==> config.mk <==
export PLATFORM = sky130hd
export DESIGN_NAME = instr_dcd_flat
export DESIGN_NICKNAME = d
export VERILOG_FILES = /design/src/rtl/instr_dcd_pkg.sv /design/src/rtl/instr_dcd_if.sv /design/src/rtl/instr_dcd.sv /design/src/flat_wrapper.sv
export SDC_FILE = /design/constraint.sdc
export NUM_CORES = 1
export LEC_CHECK = 0
export CAP_MARGIN = 20
export CORE_UTILIZATION = 41
export DETAILED_ROUTE_END_ITERATION = 10
export HOLD_SLACK_MARGIN = 0.08
export PLACE_DENSITY_LB_ADDON = 0.1
export SLEW_MARGIN = 20
export SYNTH_ARGS = -nofsm -noshare
export SYNTH_HDL_FRONTEND = slang
export SYNTH_SLANG_ARGS = --single-unit
==> constraint.sdc <==
create_clock -name clk -period 1.4 [get_ports clk]
set_input_delay 0.21 -clock clk [delete_from_list [all_inputs] [get_ports clk]]
set_output_delay 0.21 -clock clk [all_outputs]
set_load 0.01 [all_outputs]
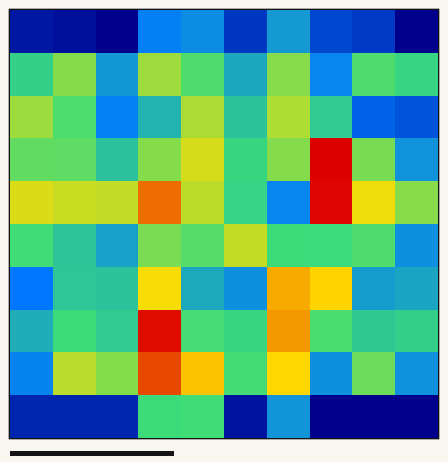
Figure 1: run 1, signal metal coverage by tile.
Scale bar: 20 um. 10 x 10 tiles, from dark blue (low) to red (high), scaled to the fullest tile. Values are wire area over tile area, all layers added.
- tiles over half the peak: 44%
- fullest tile: 0.26
- nearly empty tiles: 5.0%
- mean over tiles: 0.12
Avg WL per Cell: 13.8 um
GRT Util Overall: 17.5%
Via Count: 706
WL final: 1990 um

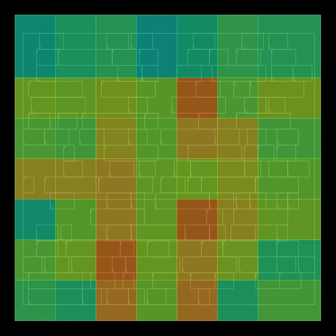
Figure 2: run 1, congestion heat map.
met1 Use GR: 20.2%
Final Core Density: 65.6%
GR Layer Usage met2: 28.6%

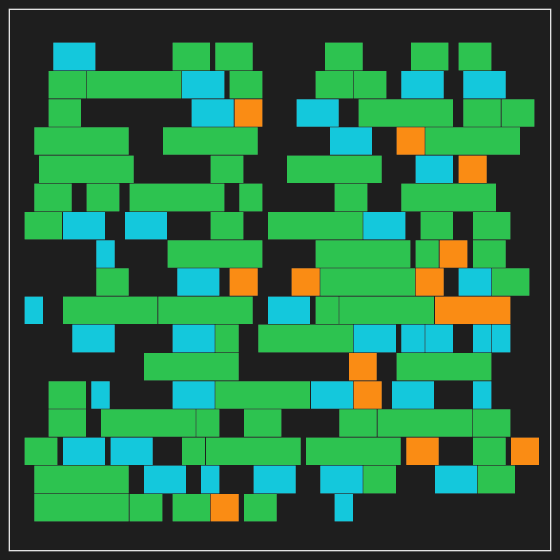
Figure 3: run 1, sizing map.
- x3 and x4: orange (cells 13; share 11%)
- x2: cyan (cells 36; share 31%)
- x1 and smaller: green (cells 67; share 58%)
Signal buffers: 50
Final Cell Area: 0.00151 mm^2
setup ws final: 0.0154 ns
area delta synth->final: 46.5%

==> impl_metrics.py, run 1 <==
# Generated from Yosys and OpenROAD reports
metrics = {
    "run_status": {
        "status": "completed",
    },
    "flow_run": {
        "drv_cap": 0,
    },
    "setup_path": {
        "cp-end-kind": "output pin",
        "cp.required_ns": 1.19,
        "cp_num_cells": 3,
        "crit_slowest_cell": "dfrtp_1",
        "cp_top_family": "flip-flops",
        "path_class": "reg -> out",
        "r2r_slack_ns": 0.12,
        "crit_arrival_ns": 1.17,
        "crit_fanout": 4,
        "worst-path-buf-inv": 2,
        "ff2ff_path_depth": 3,
        "critPathLaunchType": "flop",
    },
    "power": {
        "power.clock.fraction_pct": 10.2,
        "power_frac_comb_pct": 47.4,
        "power.density_mw_per_mm2": 2040,
        "p_clk_uw": 312,
        "p_int_uw": 2100,
        "p_leak_uw": 0.000699,
        "maxPowerGroup": "combinational logic",
        "peakVddDrop_v": 0.00139,
        "swShare_pct": 31.7,
        "p_sw_uw": 975,
        "pg_comb_uw": 1460,
        "p_total_uw": 3070,
        "pwr-share-seq_pct": 42.4,
    },
    "clock_tree": {
        "path_clk_slew_ns": 0.13,
        "numCtsBuffers": 3,
        "cts_num_sinks": 26,
        "post_cts_buffers": 5,
        "cts_tree": "done",
        "cts_buffer_depth": 2,
        "clock_latency_ns": 0.32,
        "cts-resized-gates": 41,
        "cts_root_buffer": "clkbuf_4",
        "cts_hold_buf": 0,
    },
    "timing": {
        "fin_skew_ns": 0.00320,
        "relSlewSlack_pct": 78.1,
        "timing.fmax_mhz": 722,
        "fin_tns_setup_ns": 0,
        "slew_viol_final": 0,
        "hold_ws_ns": 0.237,
        "tightestPinTransition_ns": 0.329,
        "setup_viol_count_final": 0,
        "hold_violations": 0,
        "period_used_pct": 98.9,
    },
    "cells_and_area": {
        "buffer_area_share_pct": 27.9,
        "final_layout_top_logic_cell": "dfrtp_1",
        "nMultiInputCombCells": 37,
        "fillers": 207,
        "inverters": 0,
        "fin_cells": 144,
        "mi_logic_area_um2": 378,
        "seq_share_pct": 43.2,
        "nClkBuffers": 3,
        "comb_share_pct": 25.1,
        "lay_top_cells": "dfrtp_1 (26), mux2_2 (24), clkdlybuf4s50_1 (18)",
        "diodes": 0,
        "clk_share_pct": 1.50,
        "final_nets": 137,
        "seq_cells": 26,
        "largest_class": "registers",
        "drive_gt1_share_pct": 42.2,
    },
    "yosys": {
        "area_leaders": "dfrtp_1 (63%), mux2_2 (26%), and2_1 (3.6%), buf_6 (1.1%), nand3b_2 (1.1%)",
        "most_common_cell": "dfrtp_1",
        "yosysSeqAreaShare_pct": 63.3,
        "ys_cells": 64,
        "ys_sh_adder_pct": 0,
        "async_flop_share_pct": 100,
        "edf_count": 0,
        "ys_area_mm2": 0.00103,
        "ys_sh_aoi_pct": 0,
        "synth_cells": 64,
        "ys_sh_simple_pct": 8.52,
        "fp_nets": 83,
        "ff_type": "dfrtp_1",
        "syn_area_per_cell_um2": 16.1,
        "synth-seq-cells": 26,
        "mux_share_pct": 26.3,
        "ys_top_logic_family": "multiplexers",
        "xor_area_share_pct": 0.852,
        "yosys.area.top_type_share_pct": 63.3,
        "netlist_area_mm2": 0.00103,
        "ys_types": 11,
    },
    "floorplanning": {
        "well_tap_count": 28,
        "die_x_um": 52.1,
        "core_mm2": 0.00230,
        "ios": 43,
        "rows": 17,
        "fp_util_pct": 44.8,
        "die_area_mm2": 0.00271,
    },
    "placed_design": {
        "preCtsSetupSlack_ns": -0.173,
        "dp_hpwl_um": 1420,
        "place_congestion": 0.658,
        "dpl_cell_area_mm2": 0.00150,
        "place_inst": 136,
        "io_buffers": 42,
    },
    "routing": {
        "drtAntennaViolNets": 0,
        "met1Wirelength_um": 894,
        "via_per_inst": 4.90,
        "dr.max_layer_used": "met4",
        "drt_iter0_drc": 5,
        "drcViolationCount": 0,
        "wl_met3_um": 113,
        "route.met2.wl_um": 924,
        "first_pass_iters": 3,
    },
    "global_routing": {
        "grtUsageMet3_pct": 3.80,
        "gr-total-overflow": 0,
        "top_usage_layer": "met2",
        "grt_pass1_vias": 728,
        "grt_max_degree": 27,
        "antenna_found_initial": 0,
    },
}
Figure 4. Cell classes on the final placement (run 1).
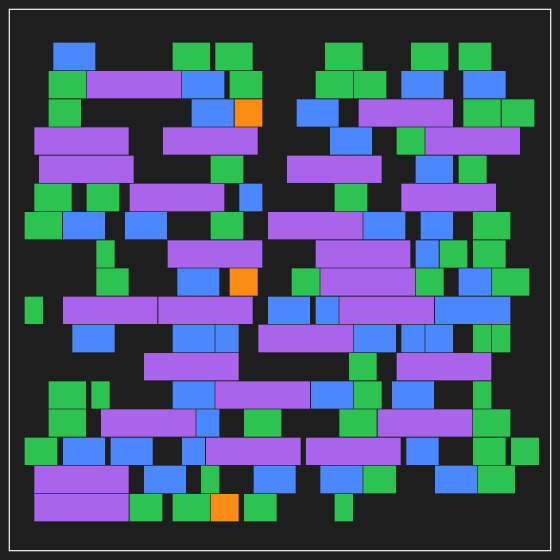

==> inputs of run 2 (changes only) <==
--- a/config.mk
+++ b/config.mk
@@ -5,7 +5,8 @@
 export SDC_FILE = /design/constraint.sdc
 export NUM_CORES = 1
 export LEC_CHECK = 0
-export CAP_MARGIN = 20
+export CAP_MARGIN = 15
+export CORE_ASPECT_RATIO = 0.75
 export CORE_UTILIZATION = 41
 export DETAILED_ROUTE_END_ITERATION = 10
 export HOLD_SLACK_MARGIN = 0.08
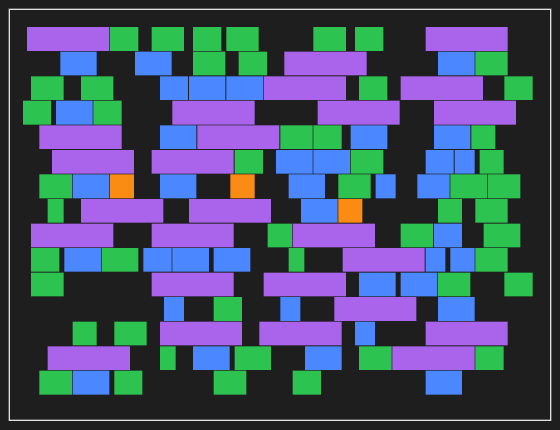
Figure 5: run 2, cell classes on the final placement.
- registers: purple (cells 26; share of their area 44%)
- clock-net drivers: orange (cells 3; share of their area 1.5%)
- remaining buffers and delay cells: green (cells 49; share of their area 30%)
- remaining logic cells: blue (cells 37; share of their area 25%)
Final Core Density: 66.0%
num rows: 15
Final Cell Area: 0.00154 mm^2

==> impl_metrics.py, run 2 <==
# Generated from Yosys and OpenROAD reports
metrics = {
    "run_status": {
        "status": "completed",
    },
    "yosys": {
        "netlist_area_mm2": 0.00103,
        "fp_nets": 83,
        "ys_warn_count": 0,
        "ff_type": "dfrtp_1",
        "ys_types": 11,
        "ys_area_mm2": 0.00103,
        "ys_sh_aoi_pct": 0,
        "xor_area_share_pct": 0.852,
        "yosys-top-cells-count": "dfrtp_1 (26), mux2_2 (24), and2_1 (6)",
        "ys_sh_adder_pct": 0,
        "synth_top_cell_by_area": "dfrtp_1",
        "ys_top_logic_family": "multiplexers",
        "edf_count": 0,
        "mux_share_pct": 26.3,
        "synth-seq-cells": 26,
        "ys_sh_simple_pct": 8.52,
        "yosys.area.top_type_share_pct": 63.3,
        "area_leaders": "dfrtp_1 (63%), mux2_2 (26%), and2_1 (3.6%), buf_6 (1.1%), nand3b_2 (1.1%)",
        "syn_area_per_cell_um2": 16.1,
        "synth_cells": 64,
        "yosysSeqAreaShare_pct": 63.3,
        "most_common_cell": "dfrtp_1",
        "async_flop_share_pct": 100,
        "ys_cells": 64,
    },
    "cells_and_area": {
        "seq_share_pct": 42.4,
        "fin_cells": 149,
        "n_all_buffers": 49,
        "nMultiInputCombCells": 37,
        "register_area_um2": 651,
        "largest_class": "registers",
        "fillers": 203,
        "final_nets": 136,
        "clk_share_pct": 1.47,
        "synthToLayoutAreaGrowth_pct": 49.3,
        "drive_gt1_share_pct": 40.0,
        "seq_cells": 26,
        "lay_top_cells": "dfrtp_1 (26), mux2_2 (24), clkdlybuf4s50_1 (18)",
        "comb_share_pct": 24.2,
        "inverters": 0,
        "diodes": 0,
        "final_layout_top_logic_cell": "dfrtp_1",
        "mi_logic_area_um2": 372,
        "buffer_area_share_pct": 29.2,
        "nClkBuffers": 3,
    },
    "routing": {
        "drcViolationCount": 0,
        "drtAntennaViolNets": 0,
        "vias": 699,
        "dr.max_layer_used": "met4",
        "via_per_inst": 4.69,
        "first_pass_iters": 2,
        "met1Wirelength_um": 860,
        "wl_met3_um": 125,
        "route.met2.wl_um": 1020,
        "wl_um": 2030,
        "drt_iter0_drc": 2,
    },
    "timing": {
        "tightestPinTransition_ns": 0.323,
        "timing.fmax_mhz": 726,
        "min_period_ns": 1.38,
        "hold_ws_ns": 0.248,
        "fin_skew_ns": 0.00528,
        "hold_violations": 0,
        "period_used_pct": 98.4,
        "fin_tns_setup_ns": 0,
        "rsz0062_at_grt": "yes",
        "slew_viol_final": 0,
        "setup_viol_count_final": 0,
        "relSlewSlack_pct": 78.5,
        "setup_ws_ns": 0.0228,
    },
    "floorplanning": {
        "die_area_mm2": 0.00272,
        "well_tap_count": 34,
        "ios": 43,
        "fp_util_pct": 44.2,
        "die_x_um": 59.8,
        "die_h_um": 45.4,
        "core_mm2": 0.00233,
    },
    "power": {
        "p_clk_uw": 298,
        "power.clock.fraction_pct": 9.6,
        "swShare_pct": 31.2,
        "peakVddDrop_v": 0.000979,
        "pwr-share-seq_pct": 42.3,
        "power.density_mw_per_mm2": 2020,
        "maxPowerGroup": "combinational logic",
        "p_int_uw": 2130,
        "p_leak_uw": 0.000693,
        "p_total_uw": 3100,
        "power_frac_comb_pct": 48.1,
        "seq_power_uw": 1310,
        "pg_comb_uw": 1490,
        "p_sw_uw": 967,
    },
    "setup_path": {
        "crit_fanout": 4,
        "cp_num_cells": 3,
        "ff2ff_path_depth": 3,
        "path_cells": "buf_4 -> and2_1 -> buf_2",
        "worst-path-buf-inv": 2,
        "r2r_slack_ns": 0.08,
        "cp.required_ns": 1.19,
        "slowest_delay_ns": 0.45,
        "critPathLaunchType": "flop",
        "crit_arrival_ns": 1.17,
        "cp_top_family": "flip-flops",
        "path_class": "reg -> out",
        "crit_slowest_cell": "dfrtp_1",
        "cp-end-kind": "output pin",
    },
    "clock_tree": {
        "cts_num_sinks": 26,
        "path_clk_slew_ns": 0.13,
        "post_cts_buffers": 3,
        "cts_tree": "done",
        "cts_hold_buf": 0,
        "clock_latency_ns": 0.31,
        "numCtsBuffers": 3,
        "cts-resized-gates": 40,
        "cts_buffer_depth": 2,
        "cts_root_buffer": "clkbuf_4",
        "h-tree-depth": 1,
    },
    "flow_run": {
        "warning_count": 27,
        "drv_cap": 0,
    },
    "placed_design": {
        "place_congestion": 0.724,
        "io_buffers": 42,
        "dpl_cell_area_mm2": 0.00151,
        "preCtsSetupSlack_ns": -0.114,
        "place_inst": 143,
    },
    "global_routing": {
        "gr-total-overflow": 0,
        "antenna_found_initial": 0,
        "use_met2_pct": 26.2,
        "grt_max_degree": 27,
        "grt_pass1_vias": 632,
        "grt_pass1_wl_um": 2950,
    },
    "min_path": {
        "hold_class": "in -> async",
    },
}
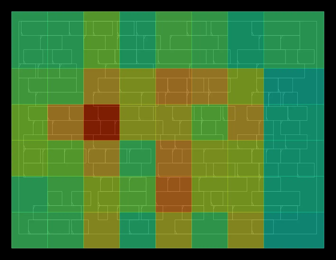
Figure 6: run 2, congestion heat map.
GR peak layer: met2
GRT Util Overall: 15.6%
M3 GR Usage: 6.53%
Avg WL per Cell: 13.6 um
met1 Use GR: 19.2%

Power is estimated from default activity; no workload was simulated.
